===== src/rtl/sdram_refresh.sv =====
// Periodic AUTO REFRESH engine: tracks refresh debt, arbitrates for the SDRAM command bus and
// issues PRECHARGE ALL + AUTO REFRESH bursts. Optional stats ports under SDRAM_REFRESH_STATS_EN.
module sdram_refresh #(
  parameter int REFRESH_INTERVAL = 390,
  parameter int TRP              = 2,
  parameter int TRFC             = 7,
  parameter int MAX_DEBT         = 8,
  parameter int URGENT_THRESH    = 4
) (
  input  logic        iclk,
  input  logic        ireset_n,
  input  logic        iinit_done,
  input  logic        igrant,
  output logic        oreq,
  output logic        ourgent,
  output logic        obusy,
  output logic        ofin,
  output logic        ooverflow,
  output logic        DRAM_CKE,
  output logic [12:0] DRAM_ADDR,
  output logic [1:0]  DRAM_BA,
  output logic        DRAM_CS_N,
  output logic        DRAM_RAS_N,
  output logic        DRAM_CAS_N,
  output logic        DRAM_WE_N,
  output logic        DRAM_LDQM,
  output logic        DRAM_UDQM
`ifdef SDRAM_REFRESH_STATS_EN
  ,
  output logic [15:0] ostat_refreshes,
  output logic [3:0]  ostat_max_debt
`endif
);

  localparam int CNT_W     = (REFRESH_INTERVAL > 1) ? $clog2(REFRESH_INTERVAL) : 1;
  localparam int DEBT_W    = $clog2(MAX_DEBT + 1);
  localparam int WAIT_MAX  = (TRP > TRFC) ? TRP : TRFC;
  localparam int WAIT_W    = $clog2(WAIT_MAX + 1);
  localparam int TRP_LOAD  = (TRP > 1) ? TRP - 2 : 0;
  localparam int TRFC_LOAD = (TRFC > 1) ? TRFC - 2 : 0;

  localparam logic [3:0] CMD_NOP = 4'b0111;
  localparam logic [3:0] CMD_PRE = 4'b0010;
  localparam logic [3:0] CMD_REF = 4'b0001;

  typedef enum logic [2:0] {
    WAIT_INIT, IDLE, REQ, PRE, TRP_WAIT, REF, TRFC_WAIT, DONE
  } state_t;

  state_t              state;
  state_t              next_state;
  logic [CNT_W-1:0]    int_cnt;
  logic [DEBT_W-1:0]   debt;
  logic [DEBT_W-1:0]   debt_next;
  logic [WAIT_W-1:0]   wait_cnt;
  logic                expiry;
  logic                refresh_dec;
  logic [3:0]          cmd_next;

  // Bus handshake: oreq is held from REQ entry until igrant is sampled high; the bus is then
  // owned from PRE through the last refresh wait, and igrant is not looked at again until DONE.
  always_comb begin
    next_state = state;
    case (state)
      WAIT_INIT: if (iinit_done) next_state = IDLE;
      IDLE:      if (debt != '0) next_state = REQ;
      REQ:       if (igrant) next_state = PRE;
      PRE:       next_state = (TRP > 1) ? TRP_WAIT : REF;
      TRP_WAIT:  if (wait_cnt == '0) next_state = REF;
      REF: begin
        if (TRFC > 1)          next_state = TRFC_WAIT;
        else if (debt != '0)   next_state = REF;
        else                   next_state = DONE;
      end
      TRFC_WAIT: if (wait_cnt == '0) next_state = (debt != '0) ? REF : DONE;
      DONE:      next_state = IDLE;
      default:   next_state = WAIT_INIT;
    endcase
  end

  // Debt is charged by interval expiry and paid on entry to REF; both together cancel out.
  always_comb begin
    expiry      = (state != WAIT_INIT) && (int_cnt == '0);
    refresh_dec = (next_state == REF);
    debt_next   = debt;
    if (expiry && !refresh_dec) begin
      if (debt != DEBT_W'(MAX_DEBT)) debt_next = debt + DEBT_W'(1);
    end else if (refresh_dec && !expiry) begin
      debt_next = debt - DEBT_W'(1);
    end
  end

  always_comb begin
    cmd_next = CMD_NOP;
    if (next_state == PRE)      cmd_next = CMD_PRE;
    else if (next_state == REF) cmd_next = CMD_REF;
  end

  assign ourgent = (state != WAIT_INIT) && (debt >= DEBT_W'(URGENT_THRESH));

  always_ff @(posedge iclk) begin
    if (!ireset_n) begin
      state      <= WAIT_INIT;
      int_cnt    <= CNT_W'(REFRESH_INTERVAL - 1);
      debt       <= '0;
      wait_cnt   <= '0;
      ooverflow  <= 1'b0;
      oreq       <= 1'b0;
      obusy      <= 1'b0;
      ofin       <= 1'b0;
      DRAM_CKE   <= 1'b0;
      DRAM_ADDR  <= '0;
      DRAM_BA    <= '0;
      {DRAM_CS_N, DRAM_RAS_N, DRAM_CAS_N, DRAM_WE_N} <= CMD_NOP;
      DRAM_LDQM  <= 1'b1;
      DRAM_UDQM  <= 1'b1;
    end else begin
      state <= next_state;
      if (state != WAIT_INIT)
        int_cnt <= (int_cnt == '0) ? CNT_W'(REFRESH_INTERVAL - 1) : int_cnt - CNT_W'(1);
      debt <= debt_next;
      if (expiry && debt == DEBT_W'(MAX_DEBT)) ooverflow <= 1'b1;

      if (next_state == TRP_WAIT && state != TRP_WAIT)
        wait_cnt <= WAIT_W'(TRP_LOAD);
      else if (next_state == TRFC_WAIT && state != TRFC_WAIT)
        wait_cnt <= WAIT_W'(TRFC_LOAD);
      else if (wait_cnt != '0)
        wait_cnt <= wait_cnt - WAIT_W'(1);

      // Outputs are registered from next_state so they line up with the state register.
      oreq      <= (next_state == REQ);
      obusy     <= (next_state == PRE) || (next_state == TRP_WAIT) ||
                   (next_state == REF) || (next_state == TRFC_WAIT);
      ofin      <= (next_state == DONE);
      DRAM_CKE  <= (next_state != WAIT_INIT);
      DRAM_ADDR <= (next_state == PRE) ? 13'h0400 : 13'h0000;
      DRAM_BA   <= '0;
      {DRAM_CS_N, DRAM_RAS_N, DRAM_CAS_N, DRAM_WE_N} <= cmd_next;
      DRAM_LDQM <= 1'b1;
      DRAM_UDQM <= 1'b1;
    end
  end

`ifdef SDRAM_REFRESH_STATS_EN
  always_ff @(posedge iclk) begin
    if (!ireset_n) begin
      ostat_refreshes <= '0;
      ostat_max_debt  <= '0;
    end else begin
      if (refresh_dec) ostat_refreshes <= ostat_refreshes + 16'd1;
      if (4'(debt_next) > ostat_max_debt) ostat_max_debt <= 4'(debt_next);
    end
  end
`endif

endmodule

===== config.mk =====
export PLATFORM = sky130hd
export DESIGN_NAME = sdram_refresh
export DESIGN_NICKNAME = d
export VERILOG_FILES = /design/src/rtl/sdram_refresh.sv
export SDC_FILE = /design/constraint.sdc
export NUM_CORES = 1
export LEC_CHECK = 0
export CORE_AREA = 2 2 69 84
export DETAILED_ROUTE_END_ITERATION = 8
export DIE_AREA = 0 0 71 86
export GPL_ROUTABILITY_DRIVEN = 0
export SYNTH_ARGS = -nofsm -noshare
export SYNTH_HDL_FRONTEND = slang
export SYNTH_SLANG_ARGS = --single-unit

===== constraint.sdc =====
create_clock -name iclk -period 2.3 [get_ports iclk]
set_input_delay 0.23 -clock iclk [delete_from_list [all_inputs] [get_ports iclk]]
set_output_delay 0.23 -clock iclk [all_outputs]
set_load 0.01 [all_outputs]

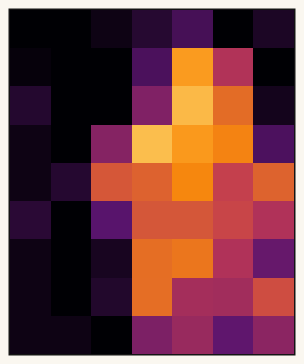
Fig. 1. Local utilization (run 1).
Scale: 4 px per micron. The die is cut into 7 by 9 equal tiles; black is low, pale yellow is high, 0 to 100% covered.
nearly empty tiles: 22%
fullest tile: 86%
emptiest ninth of the die: top left

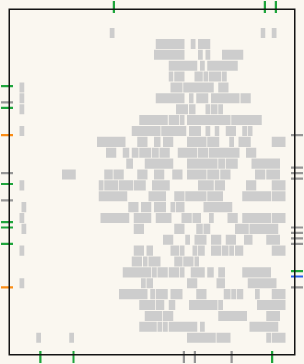
Fig. 2. Pin map (run 1).
Scale: 4 px per micron. Pins as bars across the die edge, other pins in grey.
| colour | port | pins | direction | edge |
|---|---|---|---|---|
| blue | `DRAM_WE_N` | 1 | output | right |
| orange | `DRAM_BA` | 2 | output | left |
| green | `DRAM_ADDR` | 13 | output | 6 left, 3 bottom, 3 top, 1 right |

==> impl_metrics.tcl, run 1 <==
# collected from the flow reports
set metrics [dict create \
    placement_rows 29 \
    comb_power_share_pct 23.6 \
    timing.critical_path.slowest_stage_cell "sky130_fd_sc_hd__dfxtp_2" \
    max_freq_mhz 469 \
    top_area_cell "sky130_fd_sc_hd__dfxtp_1" \
    track_usage_pct 10.0 \
    antenna_left 0 \
    p_total_mw 1.20 \
    die_h_microns 86 \
    grt_pass1_vias 1173 \
    int_power_uw 876 \
    detail_route.first_pass.iterations 4 \
    final.period_utilization_pct 92.6 \
    worst_pin_slew_ns 0.537 \
    finalNetCount 209 \
    clkSinkCount 28 \
    synth.avg_cell_area_sq_um 9.09 \
    ys.flops 28 \
    yosys_area_sq_um 1560 \
    max_cap_viol_count 0 \
    timing.critical_path.fanout_max 5 \
    report.final.hold_viol_count 0 \
    avgRoutedWirePerCell_microns 11.3 \
    sequentialPowerShare_pct 44.8 \
    hold_path.class "reg -> reg" \
    worstSetupPathType "reg -> reg" \
    fp_util_pct 29.6 \
    viasPerCell 4.54 \
    setup_viol 0 \
    total_via_count_in_the_routed_design 1180 \
    clk_root_buffer_cell "sky130_fd_sc_hd__clkbuf_8" \
    globalRoute.totalOverflow 0 \
    switching_share_pct 26.9 \
    clockPowerShare_pct 31.6 \
    worstPathBufferInverterCount 1 \
    finish.utilization_pct 35.6 \
    ys_cells 171 \
    post-cts-setup-buffer-count 0 \
    drt_drc_violations_left 0 \
    cellPowerDensity_nw_per_um2 639 \
    p_switching_uw 322 \
    max_slew_margin_pct 63.7 \
    yosysUniqueCellTypes 47 \
    drive_above_1_share_pct 20.7 \
    grt_pass1_wl_microns 5060 \
    critPathLaunchType "flop" \
    postCtsResizedCells 0 \
    postSynth.topFlopCell "sky130_fd_sc_hd__dfxtp_1" \
    critPathTopFamily "AND-OR/OR-AND gates" \
    clock_path_buffers 2 \
    dpl.hpwl_microns 2210 \
    run_status "finished clean" \
    final.setup.worst_slack_ns 0.170 \
    pre_cts_slack_ns 0.0788 \
    coreArea_sq_um 5260 \
    num_cts_buffers 3 \
    clock_insertion_delay_worst_skew_ns 0.27 \
    clk_pin_slew_worst_paths_ns 0.10 \
    synthArstFlopShare_pct 0 \
    ys.warnings.count 0 \
    numPortBuffers 13 \
    layout_min_cycle_time_ns 2.13 \
]
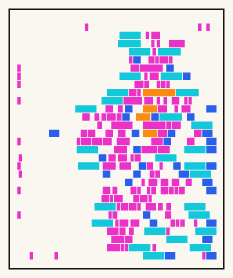
Fig. 3. Cell classes on the final placement (run 1).
Scale: 3 px per micron.
| colour | class | cells |
|---|---|---|
| magenta | all other logic | 134 |
| orange | clock drivers and dummy loads | 4 |
| blue | other buffers and delay cells | 32 |
| cyan | flops | 28 |

run 1: stage by stage:
stage / hold WS, ns / cells / cell area (sq um)
after floorplan: 0.369 / 186 / 1610
after global placement: 0.444 / 252 / 1750
after detailed placement: 0.446 / 252 / 1750
after CTS: 0.470 / 256 / 1820
after global routing: 0.495 / 260 / 1880
final: 0.468 / 260 / 1880
run 1: sequential cells by signal (all words and copies together), names as in the netlist:
register	cells
DRAM_CKE	1
debt	4
DRAM_CAS_N	1
DRAM_RAS_N	1
DRAM_ADDR	1
DRAM_WE_N	1
oreq	1
obusy	1
wait_cnt	3
state	3
ooverflow	1
ofin	1
int_cnt	9
run 1: power groups by stage:
stage          clock network (mW)  registers (mW)  logic, mW
3_5_place_dp                    0           0.546      0.270
5_1_grt                     0.407           0.543      0.318
2_1_floorplan                   0           0.544      0.228
4_1_cts                     0.390           0.535      0.271
6_report                    0.379           0.537      0.283
3_3_place_gp                    0           0.546      0.265
run 1: area by class of cell:
type                    instances  area, sq um  area share (%)
clock buffers                   3         41.3            2.20
repair buffers                 32          273            14.5
inverters                       8         30.0            1.60
multi-input cells             126          858            45.8
well taps                      62         77.6            4.14
flip-flops and latches         28          566            30.2
clock inverters                 1         30.0            1.60
run 1: path summary, 6_finish.rpt:
path,startpoint,to,slack [ns],cells after the start
worst max-delay path,int_cnt[1],debt[3],0.17,10
worst min-delay path,int_cnt[8],int_cnt[8],0.47,1
worst max register to register,int_cnt[1],debt[3],0.17,10
worst min register to register,int_cnt[8],int_cnt[8],0.47,1
run 1: cells in the final DEF (no fill, tap or decap), drive strengths merged, types with 2 or more instances in the layout:
cell	netlist	final
dfxtp	28	28
buf	20	19
conb	2	17
nand2	14	14
clkdlybuf4s50	0	13
nor2	12	12
inv	8	8
o21ai	7	7
a21boi	6	6
nand3	5	5
xnor2	5	5
ha	5	5
o21a	4	4
xor2	4	4
nor3	4	4
a21oi	4	4
nand2b	3	3
clkbuf	4	3
nor2b	3	3
nand4	3	3
nor4	3	3
and2b	2	2
nor4b	2	2
nor3b	2	2
o211ai	2	2
a211oi	2	2
a21o	2	2
mux2i	2	2
run 1: synth_stat cells (all sizes together), types with 3 or more instances:
cell type and instances:
inv 8, clkbuf 4, nor2 12, nor2b 3
ha 5, nand2 14, dfxtp 28, nand2b 3
nor4 3, o21a 4, a21oi 4, nand4 3
nor3 4, o21ai 7, nand3 5, a21boi 6
xor2 4, xnor2 5, buf 20
run 1: routing by layer:
| metal | global-route usage, % | part of all wire [%] | vias to the layer above |
|---|---|---|---|
| li1 | - | - | 605 |
| met1 | 12.3 | 45 | 549 |
| met2 | 17.7 | 49 | 24 |
| met3 | 1.53 | 4.2 | 2 |
| met4 | 3.43 | 1.2 | 0 |
| met5 | 0 | 0 | - |
run 1: kinds of logic (layout without fill, tap and decap cells):
logic type,after synthesis,count (layout),share of synthesized area [%]
muxes,3,3,2.01
xor gates and xnor gates,9,9,5.07
DFF,28,28,36.0
AOI/OAI and AO/OA,32,32,14.2
and+or+nand+nor,59,59,23.3
other,2,17,0.483
buffers and inverters,32,44,13.5
adders and majority gates,6,6,5.31
--- run 2 (diff from run 1) ---
==> constraint.sdc (replaced) <==
create_clock -name iclk -period 2.3 [get_ports iclk]
set_input_delay 0.46 -clock iclk [delete_from_list [all_inputs] [get_ports iclk]]
set_output_delay 0.46 -clock iclk [all_outputs]
set_load 0.01 [all_outputs]
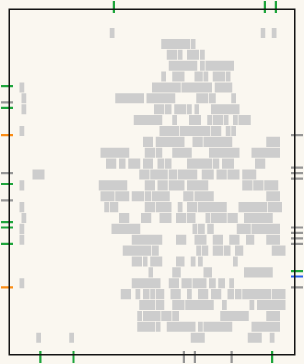
Fig. 4. Pin map (run 2).
Scale: 4 px per micron. Pins as bars across the die edge, other pins in grey.
| colour | port | pins | direction | edge |
|---|---|---|---|---|
| orange | `DRAM_BA` | 2 | output | left |
| green | `DRAM_ADDR` | 13 | output | 6 left, 3 bottom, 3 top, 1 right |
| blue | `DRAM_WE_N` | 1 | output | right |
all pins by edge: 11 left, 11 right, 6 bottom, 3 top

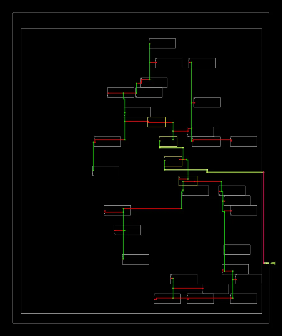
Fig. 5. The clock network (run 2).
worst clock skew on the final layout: 0.00490 ns
power in the clock group: 295 uW
TritonCTS Sinks: 28

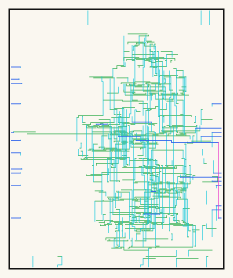
Fig. 6. Wiring by layer (run 2).
Scale: 3 px per micron.
| colour | layer | wire length |
|---|---|---|
| magenta | met4 | 25.2 microns |
| cyan | met2 | 1,430 microns |
| green | met1 | 1,350 microns |
| blue | met3 | 130 microns |

==> impl_metrics.tcl, run 2 <==
# collected from the flow reports
set metrics [dict create \
    register_to_register_path_depth 8 \
    final.setup.worst_slack_ns 0.133 \
    drive_above_1_share_pct 16.9 \
    numPortBuffers 13 \
    max_freq_mhz 461 \
    detail_route.first_pass.iterations 4 \
    ys_cells 171 \
    report.final.hold_viol_count 0 \
    run_status "finished clean" \
    ys_top_cells_by_count "sky130_fd_sc_hd__dfxtp_1, sky130_fd_sc_hd__buf_4, sky130_fd_sc_hd__nand2_1, sky130_fd_sc_hd__nor2_1, sky130_fd_sc_hd__inv_1" \
    num_cts_buffers 3 \
    rrSetupSlack_ns 0.13 \
    critPathLaunchType "flop" \
    layout.cells.most_common_list "sky130_fd_sc_hd__dfxtp_1, sky130_fd_sc_hd__conb_1, sky130_fd_sc_hd__buf_4" \
    max_slew_margin_pct 65.4 \
    coreArea_sq_um 5260 \
    worstReg2RegStart "int_cnt[3]" \
    placement_rows 29 \
    clock_path_buffers 2 \
    chipArea_sq_um 6110 \
    finalNetCount 206 \
    post_synth_mux_area_share_pct 2.01 \
    total_via_count_in_the_routed_design 1183 \
    avgRoutedWirePerCell_microns 11.4 \
    globalRoute.totalOverflow 0 \
    clock_insertion_delay_worst_skew_ns 0.27 \
    fp_util_pct 29.6 \
    synthesized_area_fraction_occupied_by_adder_cells_pct 5.31 \
    synthArstFlopShare_pct 0 \
    reg.largest.list "int_cnt: 9 flops, debt: 4 flops" \
    route.final.wire_length_microns 2940 \
    grt_pass1_vias 1168 \
    synth.comb.largest_family "simple AND/OR/NAND/NOR gates" \
    total_leakage_power_nw 0.780 \
    synth.avg_cell_area_sq_um 9.09 \
    dpl.hpwl_microns 2210 \
    die_h_microns 86 \
    ys.warnings.count 0 \
    largest_register_ffs 9 \
    pre_cts_slack_ns 0.0809 \
    drt_drc_violations_left 0 \
    xor_share_pct 5.07 \
    clk_pin_slew_worst_paths_ns 0.09 \
    rr_endpoint "debt[3]" \
    antenna_left 0 \
    timing.critical_path.fanout_max 6 \
    layout_min_cycle_time_ns 2.17 \
    post_synth_inst_count 171 \
    dr.first_iter.drc_count 63 \
    postSynth.topFlopCell "sky130_fd_sc_hd__dfxtp_1" \
    chipWidth_microns 71 \
    max_cap_viol_count 0 \
    post_synth_ao_oa_area_fraction_pct 14.2 \
    hold_path.class "reg -> reg" \
    critPathLaunch "int_cnt[3]" \
    final_design_area_no_fill_sq_um 1840 \
    yosysUniqueCellTypes 47 \
    cellPowerDensity_nw_per_um2 598 \
    ys_sh_simple_pct 23.3 \
    finish.utilization_pct 34.9 \
    clk_root_buffer_cell "sky130_fd_sc_hd__clkbuf_8" \
    yosys_area_sq_um 1560 \
    lay_top_count "sky130_fd_sc_hd__dfxtp_1" \
    postSynthSeqShare_pct 36.0 \
    ys.flops 28 \
    worstSetupPathType "reg -> reg" \
    top_register_by_number_of_flip_flops "int_cnt" \
    track_usage_pct 9.76 \
    setup_viol 0 \
    timing.critical_path.to "debt[3]" \
    top_cell "sky130_fd_sc_hd__dfxtp_1" \
    post-cts-setup-buffer-count 0 \
    placedInstanceArea_sq_um 1760 \
    grt_pass1_wl_microns 4940 \
    viasPerCell 4.60 \
    worst_pin_slew_ns 0.511 \
    final.period_utilization_pct 94.2 \
    top_area_cell "sky130_fd_sc_hd__dfxtp_1" \
]
run 2: cell counts after synthesis:
No cell type changed its count.
run 2: area by class of cell:
cell class / count / area, sq um / area share, %
Tap cell: 62 / 77.6 / 4.23
Timing Repair Buffer: 29 / 249 / 13.6
Multi-Input combinational cell: 126 / 862 / 47.0
Inverter: 8 / 30.0 / 1.64
Clock buffer: 4 / 55.1 / 3.00
Sequential cell: 28 / 562 / 30.6
run 2: critical path, cell delays in order (launching register included):
cell and delay, ns:
sky130_fd_sc_hd__dfxtp_1 0.35, sky130_fd_sc_hd__nor4_4 0.38, sky130_fd_sc_hd__nand4_4 0.14, sky130_fd_sc_hd__a31o_4 0.25
sky130_fd_sc_hd__ha_1 0.27, sky130_fd_sc_hd__a21o_1 0.19, sky130_fd_sc_hd__a21oi_2 0.14, sky130_fd_sc_hd__mux2i_1 0.22
sky130_fd_sc_hd__mux2i_1 0.18
run 2: worst min-delay path by stage:
stage / startpoint / cells after the start / endpoint / slack, ns
after floorplan: int_cnt[8] / 1 / int_cnt[8] / 0.43
after global placement: int_cnt[8] / 1 / int_cnt[8] / 0.44
after detailed placement: int_cnt[8] / 1 / int_cnt[8] / 0.45
after CTS: int_cnt[8] / 1 / int_cnt[8] / 0.47
after global routing: int_cnt[8] / 1 / int_cnt[8] / 0.49
final: int_cnt[8] / 1 / int_cnt[8] / 0.46
run 2: cells by family (layout without fill, tap and decap cells):
| family | count (synthesis) | count (layout) |
|---|---|---|
| adders and majority gates | 6 | 6 |
| AOI/OAI and AO/OA | 32 | 32 |
| DFF | 28 | 28 |
| and+or+nand+nor | 59 | 59 |
| muxes | 3 | 3 |
| other | 2 | 17 |
| buffers and inverters | 32 | 41 |
| xor gates and xnor gates | 9 | 9 |
run 2: metal layers:
metal | wire length (microns) | track usage (%)
met4 | 25 | 3.09
met3 | 130 | 1.65
met1 | 1350 | 12.0
met5 | 0 | 0
met2 | 1430 | 17.2
run 2: where the power goes:
part	switching, mW	internal (mW)
sequential	0.0194	0.516
clock	0.143	0.153
combinational	0.149	0.118
total	0.311	0.787
run 2: per-stage QoR:
step / hold WS [ns] / power, mW / cells
after global routing: 0.492 / 1.17 / 257
after detailed placement: 0.446 / 0.812 / 253
after floorplan: 0.427 / 0.771 / 186
after CTS: 0.470 / 1.11 / 257
after global placement: 0.443 / 0.812 / 253
final: 0.462 / 1.10 / 257
run 2: what timing repair did:
item,4_1_cts,5_1_grt
hold buffers,0,0
pin swaps,0,1
resized,1,4
setup endpoints to repair,1,1
gates cloned,0,0
--- run 3 (diff from run 2) ---
- SLEW_MARGIN: not set -> 40
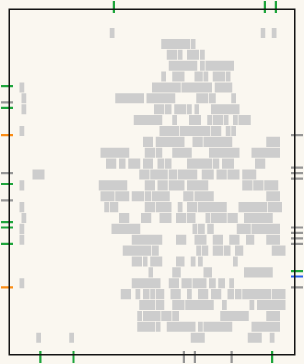
Fig. 7. Pin map (run 3).
Scale: 4 px per micron. Pins as bars across the die edge, other pins in grey.
| colour | port | pins | direction | edge |
|---|---|---|---|---|
| blue | `DRAM_WE_N` | 1 | output | right |
| green | `DRAM_ADDR` | 13 | output | 6 left, 3 bottom, 3 top, 1 right |
| orange | `DRAM_BA` | 2 | output | left |

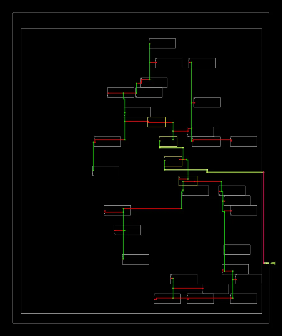
Fig. 8. The clock network (run 3).
clock buffer count in the final layout: 4
Num CTS Buffers: 3
clock insertion delay at the later pin of the skew report: 0.27 ns

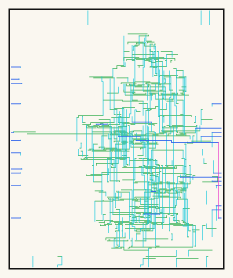
Fig. 9. Wiring by layer (run 3).
Scale: 3 px per micron.
| colour | layer | wire length |
|---|---|---|
| cyan | met2 | 1,430 microns |
| blue | met3 | 130 microns |
| green | met1 | 1,350 microns |
| magenta | met4 | 25.2 microns |

==> impl_metrics.tcl, run 3 <==
# collected from the flow reports
set metrics [dict create \
    run_status "finished clean" \
    ys.flops 28 \
    top_cell "sky130_fd_sc_hd__dfxtp_1" \
    numPortBuffers 13 \
    area_delta_synth_final_pct 18.0 \
    reg.largest.list "int_cnt: 9 flops, debt: 4 flops" \
    cellPowerDensity_nw_per_um2 598 \
    max_freq_mhz 461 \
    fin_skew_ns 0.00490 \
    clockPowerShare_pct 26.9 \
    track_usage_pct 9.76 \
    grt_pass1_vias 1168 \
    drive_above_1_share_pct 16.9 \
    placement_rows 29 \
    coreArea_sq_um 5260 \
    hold_path.class "reg -> reg" \
    setup_viol 0 \
    layout.cells.most_common_list "sky130_fd_sc_hd__dfxtp_1, sky130_fd_sc_hd__conb_1, sky130_fd_sc_hd__buf_4" \
    cts_tree "yes" \
    final.period_utilization_pct 94.2 \
    int_power_uw 787 \
    viasPerCell 4.60 \
    critPathLaunchType "flop" \
    largest_register_ffs 9 \
    report.final.hold_viol_count 0 \
    final.setup.worst_slack_ns 0.133 \
    rsz0062_at_grt "false" \
    setup-tns-final_ns 0 \
    finalNetCount 206 \
    yosysUniqueCellTypes 47 \
    detail_route.first_pass.iterations 4 \
    p_switching_uw 311 \
    die_h_microns 86 \
    cts_hold_buffers 0 \
    ys_top_cells_by_count "sky130_fd_sc_hd__dfxtp_1, sky130_fd_sc_hd__buf_4, sky130_fd_sc_hd__nand2_1, sky130_fd_sc_hd__nor2_1, sky130_fd_sc_hd__inv_1" \
    layout_min_cycle_time_ns 2.17 \
    globalRoute.totalOverflow 0 \
    comb_power_share_pct 24.3 \
    clk_pin_slew_worst_paths_ns 0.09 \
    timing.critical_path.fanout_max 6 \
    postSynth.topFlopCell "sky130_fd_sc_hd__dfxtp_1" \
    switching_share_pct 28.3 \
    ys_cells 171 \
    chipWidth_microns 71 \
    yosys_area_sq_um 1560 \
    worst_pin_slew_ns 0.511 \
    synthArstFlopShare_pct 0 \
    max_slew_margin_pct 65.4 \
    drt_drc_violations_left 0 \
    ys.warnings.count 0 \
    route.final.wire_length_microns 2940 \
    antenna_found_initial 0 \
    chipArea_sq_um 6110 \
    enable_flop_cells 0 \
    dpl.hpwl_microns 2210 \
    slew_viol_final 0 \
    post_synth_inst_count 171 \
    postSynthSeqShare_pct 36.0 \
    max_cap_viol_count 0 \
    clock_path_buffers 2 \
    boundaryPins 31 \
    top_register_by_number_of_flip_flops "int_cnt" \
    worstSetupPathType "reg -> reg" \
    top_area_cell "sky130_fd_sc_hd__dfxtp_1" \
    endpoint_kind_of_the_worst_setup_timing_path "flop" \
    sequentialPowerShare_pct 48.8 \
    grt_pass1_wl_microns 4940 \
    pre_cts_slack_ns 0.0809 \
    total_via_count_in_the_routed_design 1183 \
    lay_top_count "sky130_fd_sc_hd__dfxtp_1" \
    synth.avg_cell_area_sq_um 9.09 \
    antenna_left 0 \
    clk_root_buffer_cell "sky130_fd_sc_hd__clkbuf_8" \
    dr.first_iter.drc_count 63 \
    clkSinkCount 28 \
    fp_util_pct 29.6 \
    total_leakage_power_nw 0.780 \
    avgRoutedWirePerCell_microns 11.4 \
]
-- run 3: cell counts after synthesis --
Identical to the previous run, type by type.
-- run 3: logic make-up after synthesis --
| kind of cell | after synthesis | share of synthesized area, % |
|---|---|---|
| DFF | 28 | 36.0 |
| xor gates and xnor gates | 9 | 5.07 |
| muxes | 3 | 2.01 |
| and+or+nand+nor | 59 | 23.3 |
| other | 2 | 0.483 |
| adders and majority gates | 6 | 5.31 |
| buffers and inverters | 32 | 13.5 |
| AOI/OAI and AO/OA | 32 | 14.2 |
-- run 3: area by class of cell --
cell class | instances | area [sq um]
fill | 548 | 3430
multi-input combinational | 126 | 862
sequential | 28 | 562
timing repair buffer | 29 | 249
tap | 62 | 77.6
clock buffer | 4 | 55.1
inverter | 8 | 30.0
-- run 3: final timing paths --
kind	start	to	slack [ns]	cells after the start
min reg2reg	int_cnt[8]	int_cnt[8]	0.46	1
max	int_cnt[3]	debt[3]	0.13	8
min	int_cnt[8]	int_cnt[8]	0.46	1
max reg2reg	int_cnt[3]	debt[3]	0.13	8
-- run 3: power by group through the flow --
stage | Clock (mW) | Combinational, mW | Sequential, mW
after floorplan | 0 | 0.228 | 0.544
after global placement | 0 | 0.266 | 0.546
after detailed placement | 0 | 0.266 | 0.547
after CTS | 0.309 | 0.267 | 0.536
after global routing | 0.327 | 0.305 | 0.541
final | 0.295 | 0.267 | 0.536
-- run 3: layer usage --
metal	global-route usage, %	part of all wire (%)
met2	17.2	49
met4	3.09	0.85
met3	1.65	4.4
met1	12.0	46
met5	0	0
-- run 3: worst max-delay path, stage by stage, from the launching register on --
cell,delay (ns)
sky130_fd_sc_hd__dfxtp_1,0.35
sky130_fd_sc_hd__nor4_4,0.38
sky130_fd_sc_hd__nand4_4,0.14
sky130_fd_sc_hd__a31o_4,0.25
sky130_fd_sc_hd__ha_1,0.27
sky130_fd_sc_hd__a21o_1,0.19
sky130_fd_sc_hd__a21oi_2,0.14
sky130_fd_sc_hd__mux2i_1,0.22
sky130_fd_sc_hd__mux2i_1,0.18
-- run 3: through the flow --
stage	power [mW]	util (%)	cell area, sq um	cells	hold WS, ns
after global routing	1.17	34.9	1840	257	0.492
after floorplan	0.771	-	1610	186	0.427
after CTS	1.11	34.5	1810	257	0.470
final	1.10	34.9	1840	257	0.462
after global placement	0.812	33.4	1760	253	0.443
after detailed placement	0.812	33.4	1760	253	0.446
-- run 3: what timing repair did --
item                                    4_1_cts  5_1_grt
hold endpoints to repair                      0        0
pin swaps                                     0        1
resized                                       1        4
setup buffers                                 0        0
endpoints found under the setup margin        1        1
Power is estimated from default activity; no workload was simulated.
